**The metal 1 layer**

Bar = 50 µm.
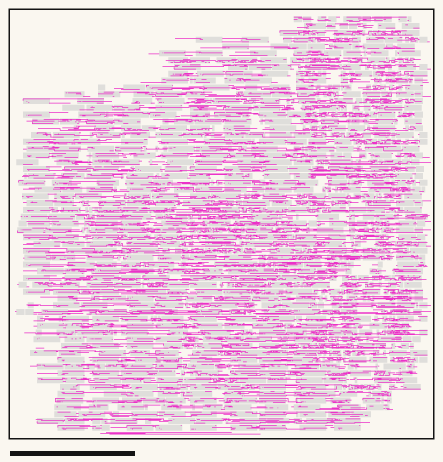
**The clock network**

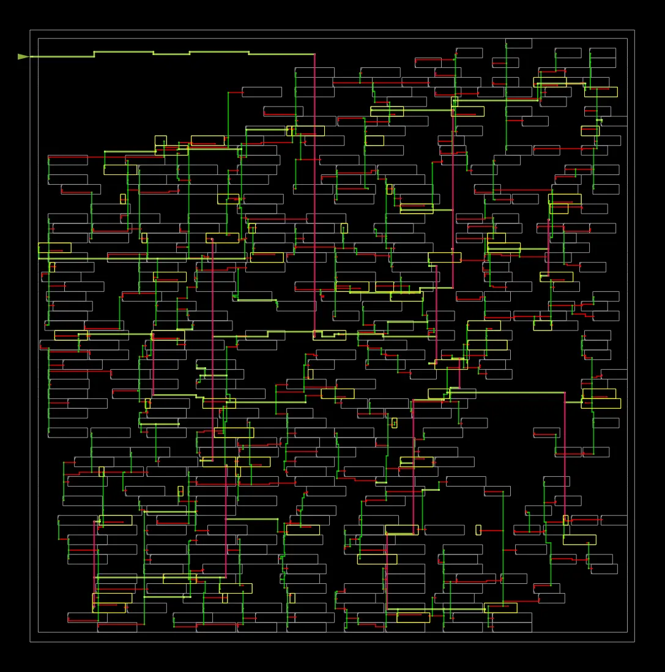
**M2 wires**

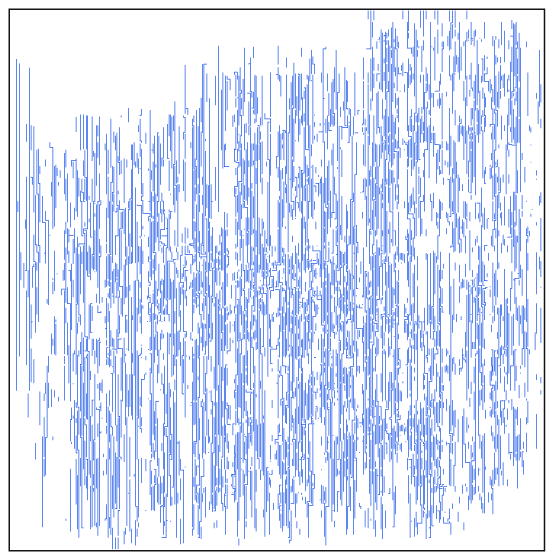
**The metal 3 layer**

Bar = 50 µm.
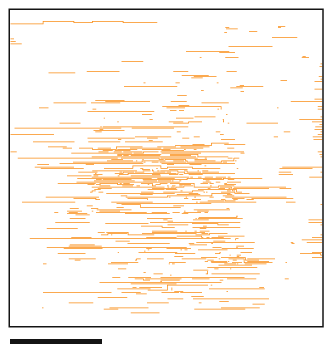
**Signal wires on met4**

Bar = 50 µm.
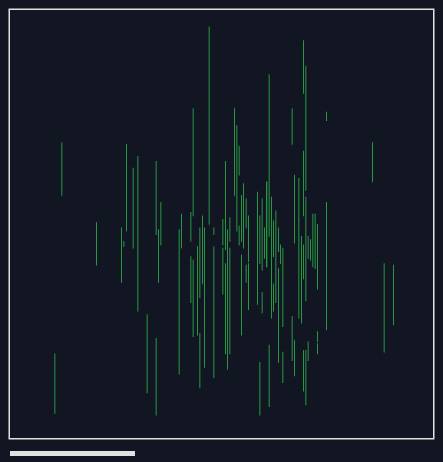
==> config.mk <==
export PLATFORM = sky130hd
export DESIGN_NAME = trigger_surround_cache_p
export DESIGN_NICKNAME = d
export VERILOG_FILES = /design/src/rtl/trigger_surround_cache_p.sv
export SDC_FILE = /design/constraint.sdc
export NUM_CORES = 1
export LEC_CHECK = 0
export ABC_AREA = 0
export CAP_MARGIN = 5
export CORE_AREA = 2 2 167 169
export CTS_CLUSTER_SIZE = 25
export DETAILED_ROUTE_END_ITERATION = 8
export DIE_AREA = 0 0 169 171
export HOLD_SLACK_MARGIN = 0.03
export PLACE_DENSITY = 0.83
export SYNTH_ARGS = -nofsm -noshare
export SYNTH_HDL_FRONTEND = slang
export SYNTH_SLANG_ARGS = --single-unit
==> constraint.sdc <==
create_clock -name clk -period 4.5 [get_ports clk]
set_input_delay 0.675 -clock clk [delete_from_list [all_inputs] [get_ports clk]]
set_output_delay 0.675 -clock clk [all_outputs]
set_load 0.005 [all_outputs]
==> job_summary.md <==
## Synthesis and layout report

| Metric | Value |
|---|---|
| Post-route ant nets | 0 |
| Transition at the pin with the smallest max-transition slack | 1220 ps |
| Yosys synthesis warning count | 0 |
| Seq share, synth | 56.8% |
| Number of register bits inferred by synthesis | 368 |
| Minimum setup slack among reg-to-reg paths | 1310 ps |
| Largest incremental delay on the critical path | about 870 ps |
| Core area | 27,300 µm² |
| Maximum clock frequency | ~310 MHz |
| Routed wirelength normalized by instance count | 27.2 µm |
| Total Neg Setup Slack | 0 ps |
| Synthesized area | 17,500 µm² |
| Total congestion overflow | 0 |
| Post-Synth Adder-Cell Area | under 10% |
| Share of cells above drive strength 1 | ~17% |
| Die extent in x | 169 µm |
| Root Driver | sky130_fd_sc_hd__clkbuf_16 |
| Largest net degree at the start of global routing | 55 |
| Portion of synthesized cell area occupied by the leading cell type | 44.0% |
| CTS-repair resized insts | 0 |
| AND-OR/OR-AND Cells, Area Fraction | approximately 7.3% |
| Boundary pin count | 60 |
| Total die size | between 20,000 and 30,000 µm² |
| Number of stages on the worst hold path | 2 |
| OpenROAD warning count | 30 |
| Crit. path cell count | 7 |
| Vertical die dimension | 171 µm |
| Share of power burned in registers | approximately 50% |
| Worst path required time | roughly 5000 ps |
| CTS clock-pin slew for the worst setup and hold paths | around 60 ps |
| Clock Skew | 28.9 ps |
| Final Hold Fails | 0 |
| Pins Over Slew Limit | 0 |
| Critical path start-end classification | reg2reg |
| Post-CTS setup buffers | 0 |
| EDFF count, synth | 256 |
| Top flip-flop cell by instance count after synthesis | sky130_fd_sc_hd__edfxtp_1 |
| Antenna cells | 0 |
| Post-Synthesis Cells | 1,272 |
| Total setup violations reported at the end of the flow | 0 |
| Sum of buffers and inverters on the critical path | 1 |
| Seq. pwr | 3.72 mW |
| Outcome | completed |
| Via count of the first global-routing pass | 12,000 |
| Cell variety after synth | 72 |
| Flip-flop count of the largest register, all copies and words added | around 260 |
| Most common cell after layout, fill and taps aside | sky130_fd_sc_hd__edfxtp_1 |
| Yosys xor share | approximately 1.8% |
| Total number of nets in the final design | between 1,000 and 1,500 |
| Proportion of power drawn by combinational gates | around 6.7% |
| Syn Area/Cell | 13.7 µm² |
| Finished layout cell area | 19,500 µm² |
| Drc violations | 0 |
| Final HPWL from detailed placement | 29,100 µm |
| Synthesized net count | 1,315 |
| CP Max Fanout | 35 |
| Worst Reg2Reg Path Length in Cells | 7 |
| Final RePlAce weighted congestion | 0.959 |
| Latency at later pin | 540 ps |
| Cycle use final | 70.9% |
| Most frequent logic cells in the routed design | sky130_fd_sc_hd__edfxtp_1 (256), sky130_fd_sc_hd__nor2_1 (119), sky130_fd_sc_hd__mux4_2 (112) |
| Design internal power | ~5.8 mW |
About 'the metal 1 layer':
nets with wire on the layer: 1,281
wire length on this layer: 16,200 µm
share of all routed wire: 35%
main direction: horizontal
longest straight run: 60.3 µm
total length of routed wires: 46,100 µm
grt met1 use: 42.8%
DR vias: 12,100

About 'the clock network':
cts bufs inserted: 39
total clock sinks: 368
number of clock-tree buffers in the layout: 53

About 'M2 wires':
share of all routed wire: 48%
main direction: vertical
wire length on this layer: 22.1 mm
longest straight run: 105 µm
nets with wire on the layer: 1,232
met2 Use GR: 53.7%

About 'the metal 3 layer':
nets with wire on the layer: 273
wire length on this layer: 5,480 µm
share of all routed wire: 12%
met3 track demand over resource: 7.47%

About 'signal wires on met4':
main direction: vertical
share of all routed wire: 5.0%

==> Yosys cell counts (8+ instances only) <==
library cell,n
sky130_fd_sc_hd__a21oi_1,76
sky130_fd_sc_hd__a22oi_1,9
sky130_fd_sc_hd__a32oi_1,8
sky130_fd_sc_hd__and3_1,12
sky130_fd_sc_hd__buf_2,26
sky130_fd_sc_hd__buf_4,8
sky130_fd_sc_hd__buf_6,10
sky130_fd_sc_hd__clkbuf_1,31
sky130_fd_sc_hd__clkbuf_8,8
sky130_fd_sc_hd__dfxtp_1,112
sky130_fd_sc_hd__edfxtp_1,256
sky130_fd_sc_hd__ha_1,21
sky130_fd_sc_hd__inv_1,20
sky130_fd_sc_hd__mux2i_1,20
sky130_fd_sc_hd__mux4_1,14
sky130_fd_sc_hd__mux4_2,112
sky130_fd_sc_hd__nand2_1,80
sky130_fd_sc_hd__nand3_1,89
sky130_fd_sc_hd__nand4_1,16
sky130_fd_sc_hd__nor2_1,119
sky130_fd_sc_hd__nor2b_1,8
sky130_fd_sc_hd__nor3_1,15
sky130_fd_sc_hd__o21ai_0,48
sky130_fd_sc_hd__xnor2_1,13
sky130_fd_sc_hd__xor2_1,22
==> area by class of cell <==
type | count | area, µm²
flip-flops and latches | 368 | 9940
multi-input cells | 797 | 6920
fillers | 1733 | 7790
repair buffers | 89 | 840
clock inverters | 18 | 231
well taps | 346 | 433
clock buffers | 53 | 1090
inverters | 20 | 75.1
==> per-layer routing <==
layer	track usage, %	vias to the layer above	share of wire, %
met5	0	-	0
met4	14.7	0	5.0
met3	7.47	200	12
met2	53.7	869	48
met1	42.8	5934	35
li1	-	5061	-
Power figures rest on the tool's default switching activity, not on a simulated workload.
